Figure 1. Wiring heat map (run 1).
21 x 21 tiles, from dark blue (low) to red (high), scaled to the fullest tile. Values are wire area over tile area, all layers added.
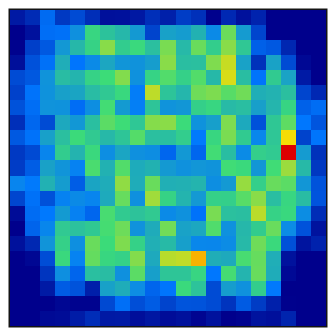
Figure 2. Placed cells, one color a class (run 1).
Fill, decap, tap and diode cells in gray.
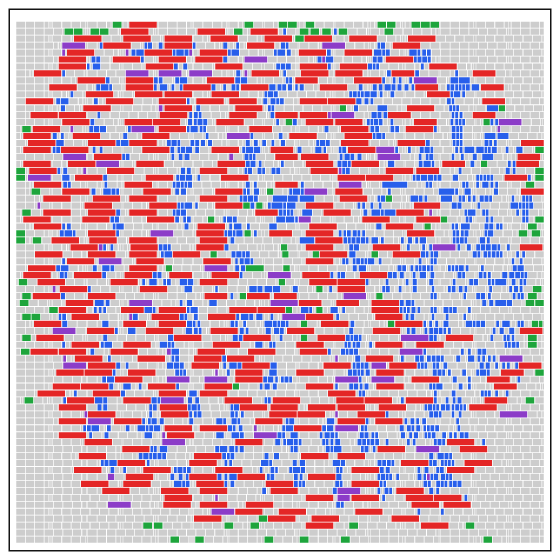
Figure 3. I/O nets highlighted (run 1).
Bar = 50 um.
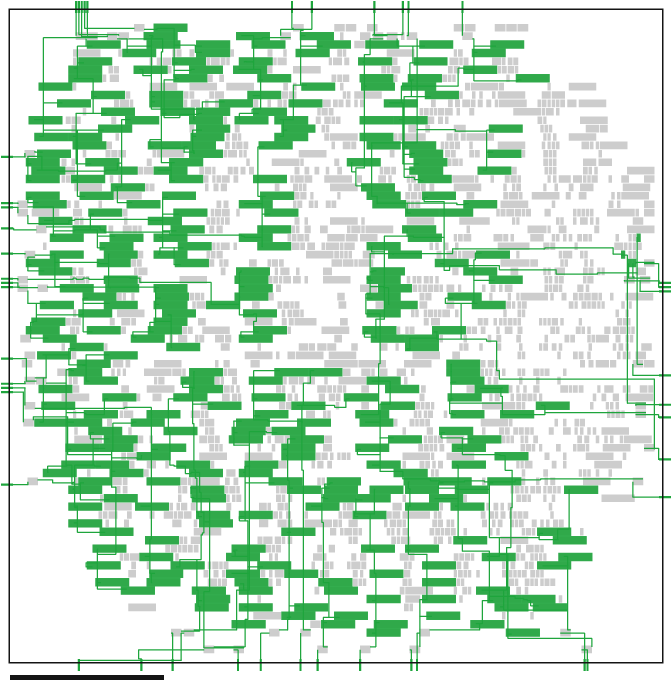
--- src/rtl/edge_pe_neighbor_unpacker_pkg.sv ---
// -----------------------------------------------------------------------------
// edge_pe_neighbor_unpacker_pkg
//   Shared types for the edge-PE neighbor front end: the beat struct driven by
//   the neighbor bank controller, the stored FIFO entry, and the state enums of
//   the input tracker and the unpack FSM.
// -----------------------------------------------------------------------------
package edge_pe_neighbor_unpacker_pkg;

  // Bandwidth of one neighbor beat (two IDs), maximum degree and PE count.
  localparam int NEIGHBOR_INFO_BANDWIDTH = 32;
  localparam int MAX_DEGREE_ITER         = 64;
  localparam int NUM_EDGE_PE             = 4;

  localparam int NBR_CNT_W = $clog2(MAX_DEGREE_ITER) + 1;
  localparam int PE_TAG_W  = $clog2(NUM_EDGE_PE);

  // Beat from the neighbor bank controller (no backpressure).
  typedef struct packed {
    logic                               valid;
    logic                               sos;
    logic                               eos;
    logic [PE_TAG_W-1:0]                PE_tag;
    logic [NEIGHBOR_INFO_BANDWIDTH-1:0] FV_data;
    logic [NBR_CNT_W-1:0]               Neighbor_num_Iter;
  } Neighbor_bank_CNTL2Edge_PE;

  // Entry held in the beat FIFO.
  typedef struct packed {
    logic [NEIGHBOR_INFO_BANDWIDTH-1:0] fv_data;
    logic                               sos;
    logic                               eos;
    logic [NBR_CNT_W-1:0]               num_iter;
  } nbr_beat_t;

  localparam int NBR_BEAT_W = $bits(nbr_beat_t);

  typedef enum logic [1:0] {
    IDLE = 2'd0,
    LO   = 2'd1,
    HI   = 2'd2
  } nbr_unpack_state_t;

  typedef enum logic {
    TRK_CLOSED = 1'b0,
    TRK_OPEN   = 1'b1
  } nbr_trk_state_t;

endpackage

--- src/rtl/edge_pe_neighbor_unpacker_nbr_beat_fifo.sv ---
// -----------------------------------------------------------------------------
// nbr_beat_fifo
//   Synchronous FIFO for neighbor beats. Head and the entry behind it are both
//   readable combinationally so the unpacker can move onto the next beat in the
//   same cycle it pops the current one. A push while full is accepted only when
//   a pop happens in the same cycle.
// Ports
//   clk, rst_n      clock, asynchronous active-low reset
//   push_i/data_i   write request and entry
//   pop_i           remove the head (ignored when empty)
//   head_o          current head entry
//   head_next_o     entry behind the head (valid when count_o >= 2)
//   full_o/empty_o  occupancy flags
//   count_o         number of stored entries
// -----------------------------------------------------------------------------
module nbr_beat_fifo #(
  parameter  int WIDTH = 41,
  parameter  int DEPTH = 8,
  localparam int AW    = $clog2(DEPTH),
  localparam int CW    = AW + 1
) (
  input  logic             clk,
  input  logic             rst_n,
  input  logic             push_i,
  input  logic [WIDTH-1:0] data_i,
  input  logic             pop_i,
  output logic [WIDTH-1:0] head_o,
  output logic [WIDTH-1:0] head_next_o,
  output logic             full_o,
  output logic             empty_o,
  output logic [CW-1:0]    count_o
);

  logic [WIDTH-1:0] mem_q [DEPTH];
  logic [AW-1:0]    wr_ptr_q, rd_ptr_q;
  logic [CW-1:0]    count_q, count_d;
  logic             push_ok, pop_ok;

  assign empty_o = (count_q == '0);
  assign full_o  = (count_q == CW'(DEPTH));
  assign count_o = count_q;

  assign pop_ok  = pop_i && !empty_o;
  // A pop in the same cycle frees the slot the push lands in.
  assign push_ok = push_i && (!full_o || pop_ok);

  assign head_o      = mem_q[rd_ptr_q];
  assign head_next_o = mem_q[rd_ptr_q + AW'(1)];

  always_comb begin
    count_d = count_q;
    case ({push_ok, pop_ok})
      2'b10:   count_d = count_q + CW'(1);
      2'b01:   count_d = count_q - CW'(1);
      default: count_d = count_q;
    endcase
  end

  // NOTE: storage has no reset; occupancy is tracked by the pointers and count,
  // so stale contents are never observed and the array maps to plain RAM.
  always_ff @(posedge clk) begin
    if (push_ok) mem_q[wr_ptr_q] <= data_i;
  end

  // NOTE: sequential state uses non-blocking assignments so every register
  // samples pre-edge values regardless of block evaluation order.
  always_ff @(posedge clk or negedge rst_n) begin
    if (!rst_n) begin
      wr_ptr_q <= '0;
      rd_ptr_q <= '0;
      count_q  <= '0;
    end else begin
      if (push_ok) wr_ptr_q <= wr_ptr_q + AW'(1);
      if (pop_ok)  rd_ptr_q <= rd_ptr_q + AW'(1);
      count_q <= count_d;
    end
  end

endmodule

--- src/rtl/edge_pe_neighbor_unpacker.sv ---
// -----------------------------------------------------------------------------
// edge_pe_neighbor_unpacker
//   Edge-PE front end behind the neighbor bank controller. Beats tagged for this
//   PE are checked against the sos/eos framing, buffered, and unpacked into one
//   neighbor ID per cycle under valid/ready with first/last markers.
// Ports
//   clk, reset                       clock, asynchronous active-low reset
//   Neighbor_bank_CNTL2Edge_PE_in    incoming beat, no backpressure
//   nbr_valid/nbr_ready              output handshake
//   nbr_id, nbr_first, nbr_last      registered neighbor ID and stream markers
//   credit_ok                        FIFO can absorb a worst-case stream
//   overflow_err                     sticky: beat dropped on a full FIFO
//   proto_err                        sticky: sos/eos framing violated
// -----------------------------------------------------------------------------
module edge_pe_neighbor_unpacker
  import edge_pe_neighbor_unpacker_pkg::*;
#(
  parameter int PE_ID      = 0,
  parameter int NBR_ID_W   = 16,
  parameter int CNT_W      = 7,
  parameter int FIFO_DEPTH = 8,
  parameter int MAX_BEATS  = 4
) (
  input  logic                      clk,
  input  logic                      reset,
  input  Neighbor_bank_CNTL2Edge_PE Neighbor_bank_CNTL2Edge_PE_in,
  output logic                      nbr_valid,
  input  logic                      nbr_ready,
  output logic [NBR_ID_W-1:0]       nbr_id,
  output logic                      nbr_first,
  output logic                      nbr_last,
  output logic                      credit_ok,
  output logic                      overflow_err,
  output logic                      proto_err
);

  localparam int CW = $clog2(FIFO_DEPTH) + 1;
  localparam logic [CW-1:0] DEPTH_C = CW'(FIFO_DEPTH);
  localparam logic [CW-1:0] MAXB_C  = CW'(MAX_BEATS);

  Neighbor_bank_CNTL2Edge_PE in_beat;
  nbr_beat_t                 push_beat, head, head_nxt;
  logic [NBR_BEAT_W-1:0]     head_raw, head_nxt_raw;
  logic                      fifo_full, fifo_empty, fifo_push, fifo_pop;
  logic [CW-1:0]             fifo_count;

  nbr_trk_state_t    trk_q, trk_d;
  nbr_unpack_state_t state_q, state_d;
  logic [CNT_W-1:0]  rem_q, rem_d, rem_dec, rem_after;
  logic              valid_q, valid_d, first_q, first_d, last_q, last_d;
  logic [NBR_ID_W-1:0] id_q, id_d;
  logic              ovf_q, ovf_d, proto_q, proto_d;
  logic              mine, seq_bad, restart, push_req, hs, proto_unpack;
  logic              unused_nxt_eos;

  assign in_beat = Neighbor_bank_CNTL2Edge_PE_in;

  // ---------------- input tracker -------------------------------------------
  assign mine     = in_beat.valid && (in_beat.PE_tag == PE_TAG_W'(PE_ID));
  assign seq_bad  = mine && !in_beat.sos && (trk_q == TRK_CLOSED);
  assign restart  = mine && in_beat.sos && (trk_q == TRK_OPEN);
  assign push_req = mine && !seq_bad;

  // NOTE: every combinational output gets a default before any branch, so no
  // path leaves a value unassigned and no latch is inferred.
  always_comb begin
    trk_d = trk_q;
    if (push_req) begin
      if (in_beat.eos)      trk_d = TRK_CLOSED;
      else if (in_beat.sos) trk_d = TRK_OPEN;
    end
  end

  assign push_beat = '{fv_data:  in_beat.FV_data,
                       sos:      in_beat.sos,
                       eos:      in_beat.eos,
                       num_iter: in_beat.Neighbor_num_Iter};
  assign fifo_push = push_req;

  nbr_beat_fifo #(
    .WIDTH (NBR_BEAT_W),
    .DEPTH (FIFO_DEPTH)
  ) u_fifo (
    .clk         (clk),
    .rst_n       (reset),
    .push_i      (fifo_push),
    .data_i      (push_beat),
    .pop_i       (fifo_pop),
    .head_o      (head_raw),
    .head_next_o (head_nxt_raw),
    .full_o      (fifo_full),
    .empty_o     (fifo_empty),
    .count_o     (fifo_count)
  );

  assign head           = nbr_beat_t'(head_raw);
  assign head_nxt       = nbr_beat_t'(head_nxt_raw);
  assign unused_nxt_eos = head_nxt.eos;

  // ---------------- unpack FSM ----------------------------------------------
  assign hs      = valid_q && nbr_ready;
  assign rem_dec = (rem_q != '0) ? rem_q - CNT_W'(1) : rem_q;

  always_comb begin
    state_d      = state_q;
    rem_d        = rem_q;
    valid_d      = valid_q;
    id_d         = id_q;
    first_d      = first_q;
    last_d       = last_q;
    fifo_pop     = 1'b0;
    proto_unpack = 1'b0;
    rem_after    = rem_dec;

    case (state_q)
      IDLE: begin
        if (!fifo_empty) begin
          if (head.sos) begin
            if (head.num_iter == '0) begin
              fifo_pop = 1'b1;              // empty stream: nothing to emit
            end else begin
              state_d = LO;
              rem_d   = head.num_iter;
              valid_d = 1'b1;
              id_d    = head.fv_data[NBR_ID_W-1:0];
              first_d = 1'b1;
              last_d  = (head.num_iter == CNT_W'(1));
            end
          end else if (rem_q == '0) begin
            fifo_pop = 1'b1;                // beat beyond the announced count
          end else begin
            state_d = LO;
            valid_d = 1'b1;
            id_d    = head.fv_data[NBR_ID_W-1:0];
            first_d = 1'b0;
            last_d  = (rem_q == CNT_W'(1));
          end
        end
      end

      LO: begin
        if (hs) begin
          rem_d = rem_dec;
          if (rem_dec == '0) begin
            fifo_pop = 1'b1;                // odd count: upper lane discarded
            state_d  = IDLE;
            valid_d  = 1'b0;
            first_d  = 1'b0;
            last_d   = 1'b0;
          end else begin
            state_d = HI;
            id_d    = head.fv_data[2*NBR_ID_W-1:NBR_ID_W];
            first_d = 1'b0;
            last_d  = (rem_dec == CNT_W'(1));
          end
        end
      end

      HI: begin
        if (hs) begin
          fifo_pop = 1'b1;
          // eos closes the stream even if IDs are still owed.
          if (head.eos && (rem_dec != '0)) begin
            proto_unpack = 1'b1;
            rem_after    = '0;
          end
          rem_d   = rem_after;
          state_d = IDLE;
          valid_d = 1'b0;
          first_d = 1'b0;
          last_d  = 1'b0;
          // Start the following beat directly to avoid a bubble.
          if (fifo_count >= CW'(2)) begin
            if (head_nxt.sos && (head_nxt.num_iter != '0)) begin
              state_d = LO;
              rem_d   = head_nxt.num_iter;
              valid_d = 1'b1;
              id_d    = head_nxt.fv_data[NBR_ID_W-1:0];
              first_d = 1'b1;
              last_d  = (head_nxt.num_iter == CNT_W'(1));
            end else if (!head_nxt.sos && (rem_after != '0)) begin
              state_d = LO;
              valid_d = 1'b1;
              id_d    = head_nxt.fv_data[NBR_ID_W-1:0];
              first_d = 1'b0;
              last_d  = (rem_after == CNT_W'(1));
            end
          end
        end
      end

      default: begin
        state_d = IDLE;
        valid_d = 1'b0;
      end
    endcase
  end

  // ---------------- error flags ---------------------------------------------
  assign ovf_d   = ovf_q | (fifo_push && fifo_full && !fifo_pop);
  assign proto_d = proto_q | seq_bad | restart | proto_unpack;

  always_ff @(posedge clk or negedge reset) begin
    if (!reset) begin
      trk_q   <= TRK_CLOSED;
      state_q <= IDLE;
      rem_q   <= '0;
      valid_q <= 1'b0;
      id_q    <= '0;
      first_q <= 1'b0;
      last_q  <= 1'b0;
      ovf_q   <= 1'b0;
      proto_q <= 1'b0;
    end else begin
      trk_q   <= trk_d;
      state_q <= state_d;
      rem_q   <= rem_d;
      valid_q <= valid_d;
      id_q    <= id_d;
      first_q <= first_d;
      last_q  <= last_d;
      ovf_q   <= ovf_d;
      proto_q <= proto_d;
    end
  end

  assign nbr_valid    = valid_q;
  assign nbr_id       = id_q;
  assign nbr_first    = first_q;
  assign nbr_last     = last_q;
  assign overflow_err = ovf_q;
  assign proto_err    = proto_q;
  assign credit_ok    = (DEPTH_C - fifo_count) >= MAXB_C;

endmodule

--- config.mk ---
export PLATFORM = sky130hd
export DESIGN_NAME = edge_pe_neighbor_unpacker
export DESIGN_NICKNAME = d
export VERILOG_FILES = /design/src/rtl/edge_pe_neighbor_unpacker_pkg.sv /design/src/rtl/edge_pe_neighbor_unpacker_nbr_beat_fifo.sv /design/src/rtl/edge_pe_neighbor_unpacker.sv
export SDC_FILE = /design/constraint.sdc
export NUM_CORES = 1
export LEC_CHECK = 0
export ABC_AREA = 1
export CORE_MARGIN = 2
export CORE_UTILIZATION = 40
export DETAILED_ROUTE_END_ITERATION = 12
export PLACE_DENSITY = 0.53
export SYNTH_ARGS = -nofsm -noshare
export SYNTH_HDL_FRONTEND = slang
export SYNTH_SLANG_ARGS = --single-unit
export TNS_END_PERCENT = 100
--- constraint.sdc ---
create_clock -name clk -period 6.8 [get_ports clk]
set_input_delay 0.68 -clock clk [delete_from_list [all_inputs] [get_ports clk]]
set_output_delay 0.68 -clock clk [all_outputs]
set_load 0.01 [all_outputs]
==> results.tsv, run 1 <==
metric	value	unit
ir_drop	275.1	uV
post-place-cells	2190	
grt-ovfl-total	0	
cp_data_required_time	7.29	ns
finish.utilization	46.67	%
numSequentialCells	369	
openroad.warnings	32	
largest_net_degree_at_the_start_of_global_routing	113	
final-comb-area	5509	sq um
flops_after_synth	369	
critPathLaunch	u_fifo.rd_ptr_q[1]	
final_layout_top_logic_cells	edfxtp_1 (328), nand2_1 (250), nor2_1 (238), o21ai_0 (238), inv_1 (87)	
setup-tns-final	0	ns
net_load_switching_power	4.106	mW
initial_antenna_violation_count	0	
switching_fraction_of_total_power	43.65	%
final-nonclk-buf-share	4.721	%
total_leakage_power	6.973	nW
tritoncts	done	
num-multi-input-gates	1089	
ys_async_sr_fraction	11.11	%
die-area	44570	sq um
synthDominantAreaCellType	edfxtp_1	
antenna-diode-count	0	
detail_route.drc_violations	0	
cts_buffers	42	
routed-wl-met2	23010	um
fin_crit_sh	69.95	%
critPathArrivalTime	5.25	ns
worstSetupEndpointType	flip-flop	
outcome	completed	
dpl.hpwl	28150	um
groute.layer.met3.usage	3.107	%
post_layout_total_power	9.406	mW
route.detailed.vias_per_inst	5.637	
synth.avg_cell_area	10.34	sq um
wl_met1	21400	um
detail_route.first_pass.iterations	5	
pwr_cell_area	478.3	nW/um^2
About Figure 1:
fullest tile	0.56
tiles over half the peak	15%
nearly empty tiles	11%
mean over tiles	0.17
WL final: 48150 um
global-route total usage across every layer: 21.85%

About Figure 2:
color	class	cells	share of their area
green	other buffers and delay cells	100	4.9%
red	flip-flops	369	57%
purple	clock drivers and dummy loads	77	6.9%
blue	all other logic	1182	31%

About Figure 3:
color	port	direction	end cells	buffers	wire
green	Neighbor_bank_CNTL2Edge_PE_in	input	332	44	4870 um
Ports: 69
Port Buffers: 68

-- run 1: flip-flops by register name, summed over array words and instances, names as in the netlist, 2 cells and up --
| name | count |
|---|---|
| u_fifo.mem_q | 328 |
| nbr_id | 16 |
| rem_q | 7 |
| u_fifo.count_o | 4 |
| u_fifo.rd_ptr_q | 3 |
| u_fifo.wr_ptr_q | 3 |
| state_q | 2 |
-- run 1: cell families after synthesis --
group	share of synthesized area, %
buf+inv	4.864
simple gates	14.34
compound gates	16.41
flops	63.38
xor+xnor	0.3500
fa+ha+maj	0.6563
-- run 1: power groups by stage --
stage	sequential [mW]	clock [mW]	combinational [mW]
finish	2.86	2.19	4.35
global route	2.87	2.32	4.86
CTS	2.86	2.24	4.36
detailed placement	2.90	0	4.34
global placement	2.90	0	4.30
floorplan	2.83	0	3.07
Figure 4. Placement view (run 1).
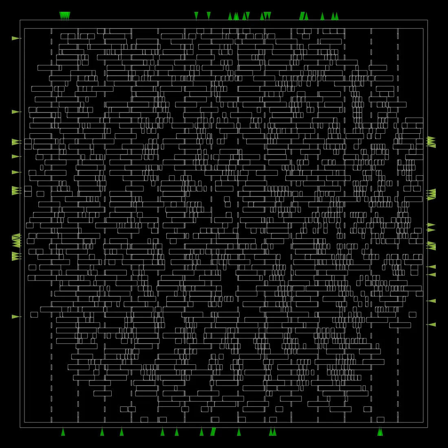

==> run 2, diff against run 1 <==
PLACE_DENSITY = 0.55   (was 0.53)
clock period = 4.2 ns   (was 6.8 ns; I/O delays follow)
Figure 5. Placement view (run 2).
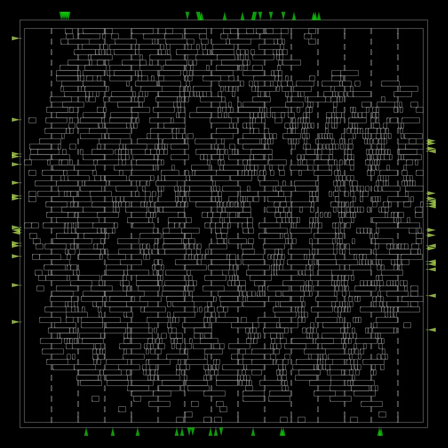
fill cell count: 3871
number of placement rows: 75
sequential share of cell area: 55.14%
final cell count without fillers: 2274
number of flip-flops and latches: 369

Figure 6. I/O nets highlighted (run 2).
Bar = 50 um.
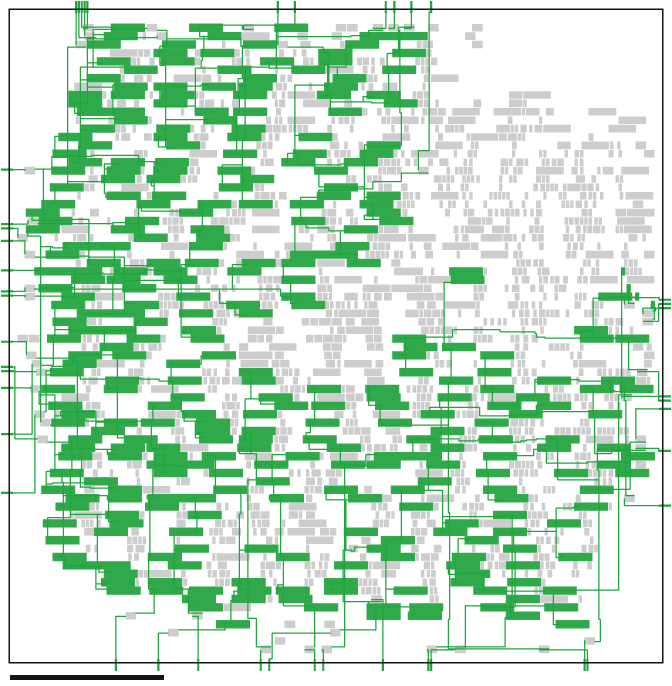
color	port	direction	end cells	buffers	wire
green	Neighbor_bank_CNTL2Edge_PE_in	input	332	44	5140 um

Figure 7. Supply network (run 2).
Bar = 50 um. Pins as bars on the die edge. Tap cells in gray.
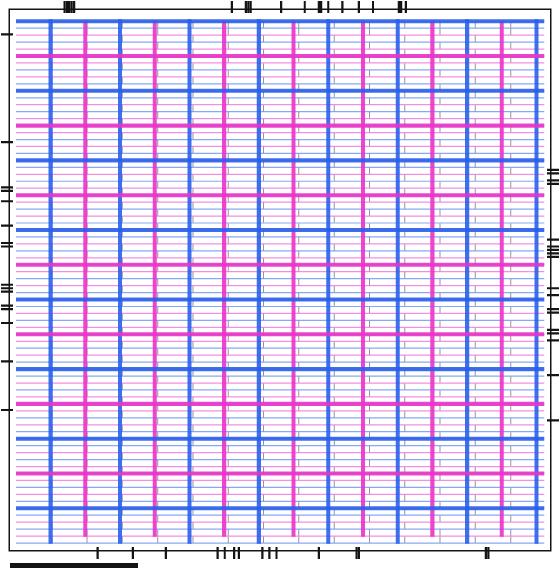
color	net
magenta	VDD
blue	VSS
tap cells	539
rows	75
signal pins	69

==> results.tsv, run 2 <==
metric	value	unit	change
netlist_logic_family_top	AND-OR/OR-AND gates		unchanged
outcome	completed		unchanged
wl_met1	21460	um	was 21400 um
net_load_switching_power	6.650	mW	was 4.106 mW
route.detailed.vias_per_inst	5.708		was 5.637
registers.top_by_ff_count	u_fifo.mem_q		unchanged
critPathArrivalTime	3.81	ns	was 5.25 ns
critPathLaunch	u_fifo.rd_ptr_q[0]		was u_fifo.rd_ptr_q[1]
num-multi-input-gates	1089		unchanged
final-nonclk-buf-share	5.022	%	was 4.721%
total_leakage_power	7.026	nW	was 6.973 nW
detail_route.first_pass.iterations	6		was 5
finish.utilization	46.84	%	was 46.67%
grt-ovfl-total	0		unchanged
die-area	44570	sq um	unchanged
post_layout_total_power	15.31	mW	was 9.406 mW
openroad.warnings	35		was 32
final_layout_top_logic_cells	edfxtp_1 (328), nand2_1 (250), nor2_1 (238), o21ai_0 (238), inv_1 (87)		unchanged
num_io_pins	69		unchanged
postRouteWirelength	48990	um	was 48150 um
cts_buffers	42		unchanged
aoi_share	16.41	%	unchanged
detail_route.drc_violations	0		unchanged
groute.layer.met3.usage	2.899	%	was 3.107%
pwr_cell_area	775.9	nW/um^2	was 478.3 nW/um^2
synthDominantAreaCellType	edfxtp_1		unchanged
ys_async_sr_fraction	11.11	%	unchanged
simple_gate_area_share	14.34	%	unchanged
setup-tns-final	0	ns	unchanged
initial_antenna_violation_count	0		unchanged
worstSetupEndpointType	flip-flop		unchanged
-- run 2: netlist changes by cell type in the layout (fill, tap and decap cells not counted) --
| cell | change |
|---|---|
| dlygate4sd3_1 | +1 |
| bufinv_16 | -1 |
| clkbuf_8 | +2 |
| clkinv_1 | -2 |
| buf_4 | +7 |
| clkbuf_16 | +1 |
| clkbuf_1 | -3 |
| clkinv_8 | -1 |
| inv_6 | +1 |
| clkinv_2 | +2 |
-- run 2: power groups by stage --
stage	Clock [mW]	Sequential [mW]	Combinational [mW]
2_1_floorplan	0	4.59	4.97
3_3_place_gp	0	4.64	7.10
3_5_place_dp	0	4.65	7.16
4_1_cts	3.62	4.58	7.19
5_1_grt	3.76	4.60	8.02
6_report	3.54	4.57	7.20
Power figures rest on the tool's default switching activity, not on a simulated workload.
